==> config.mk <==
export PLATFORM = sky130hd
export DESIGN_NAME = variable_shift_multi
export DESIGN_NICKNAME = d
export VERILOG_FILES = /design/src/rtl/variable_shift_pkg.sv /design/src/rtl/shift_step.sv /design/src/rtl/variable_shift_multi.sv
export SDC_FILE = /design/constraint.sdc
export NUM_CORES = 1
export LEC_CHECK = 0
export CELL_PAD_IN_SITES_DETAIL_PLACEMENT = 1
export CELL_PAD_IN_SITES_GLOBAL_PLACEMENT = 2
export CORE_ASPECT_RATIO = 0.5
export CORE_MARGIN = 2
export CORE_UTILIZATION = 30
export CTS_CLUSTER_DIAMETER = 150
export DETAILED_ROUTE_END_ITERATION = 16
export PLACE_DENSITY = 0.86
export SYNTH_ARGS = -nofsm -noshare
export SYNTH_HDL_FRONTEND = slang
export SYNTH_SLANG_ARGS = --single-unit
==> constraint.sdc <==
create_clock -name CLK -period 1.7 [get_ports CLK]
set_clock_uncertainty 0.15 [all_clocks]
set_input_delay 0.34 -clock CLK [delete_from_list [all_inputs] [get_ports CLK]]
set_output_delay 0.34 -clock CLK [all_outputs]
set_load 0.005 [all_outputs]
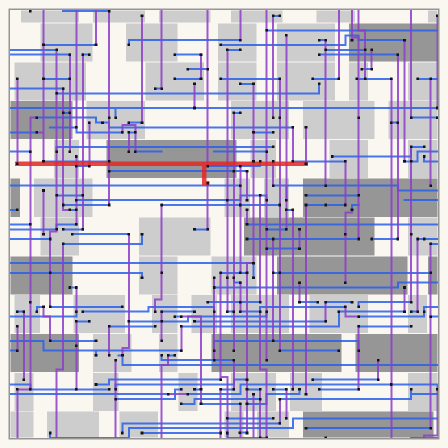
**Above:** run 1 (a small window of the routed layout).
Region (31, 9) to (61, 39) um. Cells in gray, sequential cells in the stronger gray; small squares are vias.
| color | layer |
|---|---|
| red | M3 |
| purple | M2 |
| blue | M1 |
most frequent: dfrtp_1 (8), buf_4 (6), mux2_2 (5)
sequential cells in the window: 9
cells with their middle in the window: 54

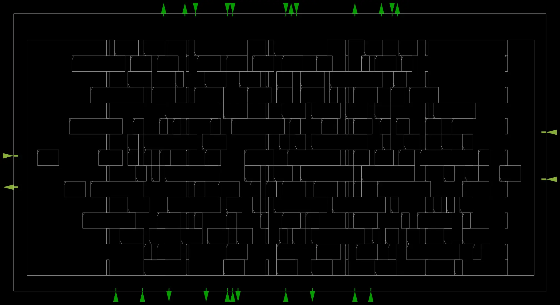
**Above:** run 1 (cell outlines without signal wires).
number of fillers in the final layout: 407
Seq area share: 35.4%

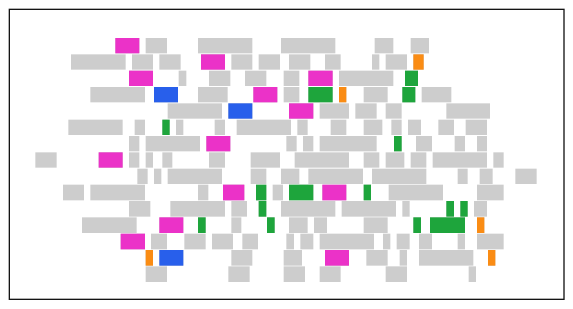
**Above:** run 1 (gate-type map).
(6 px per um)
| color | family | cells |
|---|---|---|
| green | nor cells | 15 |
| magenta | mux cells | 13 |
| blue | non-inverting ao/oa cells | 3 |
| orange | inv cells | 5 |
fin cells: 199
dominant logic cell type in the layout: clkdlybuf4s50_1

==> flow_metrics.env, run 1 <==
# flow metrics
export IMPL_status="finished clean"
export IMPL_die_w_um=92.2
export IMPL_top_area_cell="dfrtp_1"
export IMPL_crit_chain="buf_6 > nand2b_4 > clkinv_2 > buf_4 > buf_4 > nor2_1 > a21oi_1 > mux2_2"
export IMPL_finalWorstPathRequiredPeriod_ps=1680
export IMPL_dr_wl_met2_um=1570
export IMPL_ff_count=23
export IMPL_m1WireLength_um=1530
export IMPL_place_inst=192
export IMPL_peakVddDrop_uv=499
export IMPL_use_met3_pct=2.78
export IMPL_dpl_worst_slack_ps=-69.8
export IMPL_critPathRequiredTime_ps=1710
export IMPL_drc_errors=0
export IMPL_pwr_share_clk_pct=10.3
export IMPL_drtPass1Iterations=4
export IMPL_slew_violations=0
export IMPL_regArea_sq_um=577
export IMPL_logic_gate_count=77
export IMPL_met3_wirelength_um=50
export IMPL_place_congestion=0.808
export IMPL_num_nonclk_buffers=39
export IMPL_fp_util_pct=32.6
export IMPL_ioPinCount=27
export IMPL_dp_hpwl_um=2330
export IMPL_post_cts_repair_setup_buffers=2
export IMPL_worstSetupStartpointType="register"
export IMPL_fin_ws_ps=15.6
export IMPL_ys_cells=110
export IMPL_use_met2_pct=28.2
export IMPL_clockBufferDepth=2
export IMPL_comb_share_pct=33.9
export IMPL_inverters=5
export IMPL_cap_violations=0
export IMPL_die_height_um=48.1
export IMPL_yosys_stat_area_sq_um=1170
export IMPL_synth_area_sq_um=1170
export IMPL_ant_nets=0
export IMPL_drt_initial_drc_count=75
export IMPL_slowest_delay_ps=430
export IMPL_r2r_cells=8
export IMPL_critPathKind="register to register"
export IMPL_power_clock_w=0.000340
export IMPL_cts_root_buf="clkbuf_8"
export IMPL_p_switching_w=0.00128
export IMPL_simple_gate_area_share_pct=16.5
export IMPL_ys_flop_type="dfrtp_1"
export IMPL_path_clk_slew_ps=80
export IMPL_rows=15
export IMPL_largest_class="registers"
export IMPL_antenna_found_initial=0
export IMPL_final_nonclk_buf_share_pct=22.8
export IMPL_worst_setup_path_end_kind="register"
export IMPL_die_area_sq_um=4440
export IMPL_grt_max_degree=24
export IMPL_min_period_over_period_pct=99.1
export IMPL_sequentialPower_w=0.00110
export IMPL_vias=966
export IMPL_grt_util_all_layers_pct=15.4
export IMPL_cts_tree="yes"
export IMPL_edf_count=0
export IMPL_design_area_sq_um=1630
export IMPL_fa_ha_area_share_pct=2.14
export IMPL_slowest_stage="dfrtp_2"
export IMPL_r2r_slack_ps=20
export IMPL_nClkBuffers=4
export IMPL_dpl_cell_area_sq_um=1530
export IMPL_top_layer="met3"
export IMPL_path_common_cell="buf_4"
export IMPL_top_area_share_pct=49.3
export IMPL_use_met1_pct=20.1
export IMPL_syn2layout_area_growth_pct=39.5
export IMPL_yosys_area_share_aoi_pct=14.5
export IMPL_clk_share_pct=2.76
export IMPL_port_buffers=26
export IMPL_tool_warnings=29
export IMPL_h_tree_depth=1
export IMPL_grt_overflow=0
export IMPL_drive_gt1_share_pct=28.4
export IMPL_yosys_warnings=0
export IMPL_synthCells=110
export IMPL_arrival_ps=1690
export IMPL_tns_ps=0
export IMPL_wl_per_cell_um=15.8
export IMPL_via_per_inst=4.85
export IMPL_synthArstFlopShare_pct=100
export IMPL_synth_most_common_cell="dfrtp_1"
export IMPL_grt_busiest_layer="met2"
export IMPL_hold_viol_final=0
export IMPL_report_power_total_w=0.00330
**Run 1: wiring by layer**

(6 px per um) Only two layers are drawn.
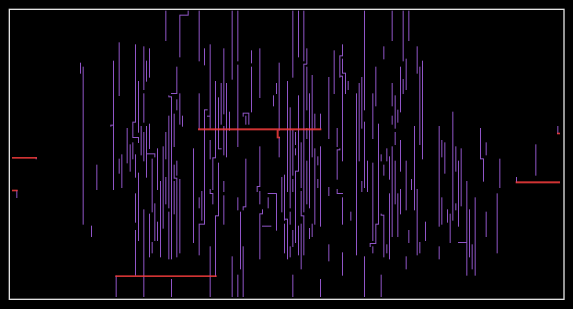

==> run 2, diff against run 1 <==
- CORE_UTILIZATION: 30 -> 33
- GPL_TIMING_DRIVEN: unset -> 0
- PLACE_DENSITY: 0.86 -> 0.92
- SKIP_LAST_GASP: unset -> 1
- clock period: 1.7 -> 2.11 ns (I/O delays scaled with it)
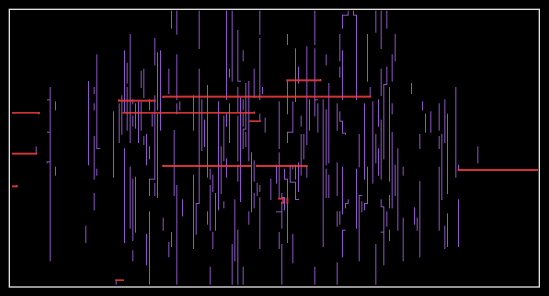
**Above:** run 2 (wiring by layer).
(6 px per um) Only two layers are drawn.
| color | layer | wire length |
|---|---|---|
| purple | M2 | 1,320 um |
| red | M3 | 118 um |
Total Wirelength: 2750 um
average wire per standard cell: 14.3 um
Total Routing Usage GR: 16.2%
via count: 953

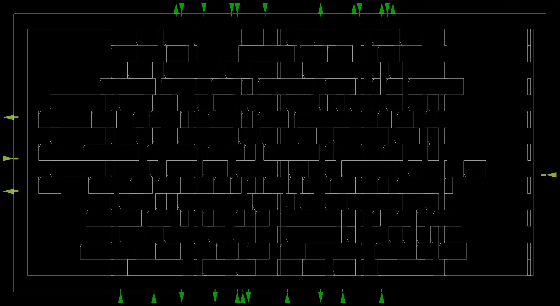
**Above:** run 2 (cell outlines without signal wires).
final core occ: 45.2%
Seq area share: 37.3%

==> run 2 against run 1 <==
Via count down 1.3%. Global-route usage up 0.81 points. Sequential share of layout area up 1.9 points. Final area down 5.3%. Critical path type is now register to output pin. Area after synthesis unchanged. Largest power group unchanged. Register-to-register slack better by 310 ps.
==> flow_metrics.env, run 2 <==
# flow metrics
export IMPL_status="finished clean"
export IMPL_nClkBuffers=4
export IMPL_simple_gate_area_share_pct=16.5
export IMPL_r2r_cells=4
export IMPL_synthCells=110
export IMPL_worstSetupStartpointType="register"
export IMPL_top_layer="met4"
export IMPL_yosys_stat_area_sq_um=1170
export IMPL_ioPinCount=27
export IMPL_grt_overflow=0
export IMPL_finalWorstPathRequiredPeriod_ps=2020
export IMPL_pwr_share_clk_pct=11.0
export IMPL_cts_tree="yes"
export IMPL_r2r_slack_ps=330
export IMPL_grt_max_degree=24
export IMPL_yosys_warnings=0
export IMPL_layout_top_cell="clkdlybuf4s50_1"
export IMPL_logic_gate_count=77
export IMPL_dpl_worst_slack_ps=-10.5
export IMPL_worst_setup_path_end_kind="output pin"
export IMPL_synthArstFlopShare_pct=100
export IMPL_power_clock_w=0.000272
export IMPL_slew_violations=0
export IMPL_die_height_um=46.1
export IMPL_ys_cells=110
export IMPL_p_per_area_nw_per_um2=1600
export IMPL_ys_flop_type="dfrtp_1"
export IMPL_regArea_sq_um=576
export IMPL_path_clk_slew_ps=80
export IMPL_cap_violations=0
export IMPL_grt_pass1_wl_um=4860
export IMPL_syn2layout_area_growth_pct=32.2
export IMPL_place_inst=187
export IMPL_peakVddDrop_uv=476
export IMPL_syn_area_per_cell_sq_um=10.6
export IMPL_via_per_inst=4.96
export IMPL_worstSkewPairLatency_ps=260
export IMPL_use_met1_pct=21.7
export IMPL_drtPass1Iterations=4
export IMPL_port_buffers=26
export IMPL_synth_most_common_cell="dfrtp_1"
export IMPL_numClockSinks=23
export IMPL_rows=15
export IMPL_largest_class="registers"
export IMPL_m1WireLength_um=1280
export IMPL_yosys_area_share_aoi_pct=14.5
export IMPL_place_congestion=0.751
export IMPL_critPathRequiredTime_ps=1540
export IMPL_min_path_type="register to register"
export IMPL_p_switching_w=0.000952
export IMPL_dr_wl_met2_um=1320
export IMPL_seqPwrFrac_pct=34.7
export IMPL_lay_top_cells="25 x clkdlybuf4s50_1, 23 x dfrtp_1, 12 x mux2_2"
export IMPL_num_nonclk_buffers=32
export IMPL_design_area_sq_um=1540
export IMPL_fa_ha_area_share_pct=2.14
export IMPL_ys_sh_mux_pct=12.4
export IMPL_top_area_cell="dfrtp_1"
export IMPL_max_slew_margin_pct=40.4
export IMPL_coreArea_sq_um=3420
export IMPL_drt_initial_drc_count=62
export IMPL_slowest_stage="dfrtp_1"
export IMPL_dp_hpwl_um=2010
export IMPL_slowest_delay_ps=440
export IMPL_critPathKind="register to output pin"
export IMPL_clockBufferDepth=2
export IMPL_fill_cells=395
export IMPL_powerComb_w=0.00134
export IMPL_synth_nets=128
export IMPL_grt_busiest_layer="met2"
export IMPL_postCtsHoldBufs=0
export IMPL_p_leak_nw=0.650
export IMPL_holdWs_ps=361
export IMPL_use_met3_pct=3.94
export IMPL_antenna_found_initial=0
export IMPL_path_depth=5
export IMPL_fp_util_pct=34.2
export IMPL_fin_ws_ps=86.0
export IMPL_cts_root_buf="clkbuf_8"
export IMPL_p_int_w=0.00152
export IMPL_min_period_over_period_pct=95.9
export IMPL_hold_viol_final=0
export IMPL_swShare_pct=38.6
export IMPL_ys_seq_elements=23
export IMPL_synth_area_sq_um=1170
export IMPL_tns_ps=0
export IMPL_post_cts_resized=1
export IMPL_h_tree_depth=1
export IMPL_arrival_ps=1450
export IMPL_common_cells="23 x dfrtp_1, 12 x mux2_2, 10 x nand2_1, 10 x nor2_1, 7 x nand3_1"
export IMPL_crit_chain="nand2b_1 > buf_4 > clkinv_2 > buf_6 > dlygate4sd2_1"
export IMPL_tool_warnings=28
export IMPL_ff_count=23
export IMPL_dpl_cell_area_sq_um=1490
export IMPL_die_w_um=88.1
export IMPL_die_area_sq_um=4060
export IMPL_grt_pass1_vias=979
export IMPL_logic_area_sq_um=532
export IMPL_inverters=5
export IMPL_nNetsFinal=160
export IMPL_post_cts_repair_setup_buffers=1
export IMPL_drive_gt1_share_pct=22.7
export IMPL_top_area_share_pct=49.3
export IMPL_use_met2_pct=26.5
export IMPL_report_power_total_w=0.00247
export IMPL_sequentialPower_w=0.000858
export IMPL_met3_wirelength_um=117
export IMPL_holdPathStages=1
export IMPL_clk_share_pct=2.92
export IMPL_ant_nets=0
export IMPL_drc_errors=0
export IMPL_finalSetupViolCount=0
export IMPL_edf_count=0
export IMPL_final_nonclk_buf_share_pct=19.9
export IMPL_cp_num_buf_inv=4
export IMPL_ys_seq_share_pct=49.3
export IMPL_yosysUniqueCellTypes=32
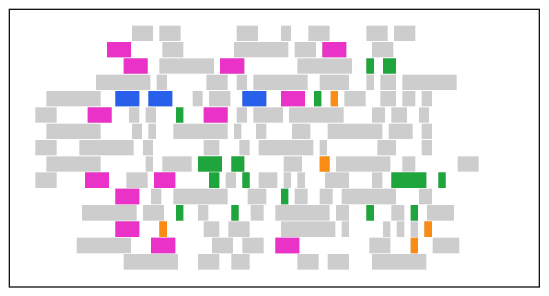
**Above:** run 2 (gate-type map).
(6 px per um)
| color | family | cells |
|---|---|---|
| green | nor cells | 15 |
| blue | non-inverting ao/oa cells | 3 |
| magenta | mux cells | 13 |
| orange | inv cells | 5 |
fin cells: 192
logic share of the area: 34.5%

Power figures rest on the tool's default switching activity, not on a simulated workload.
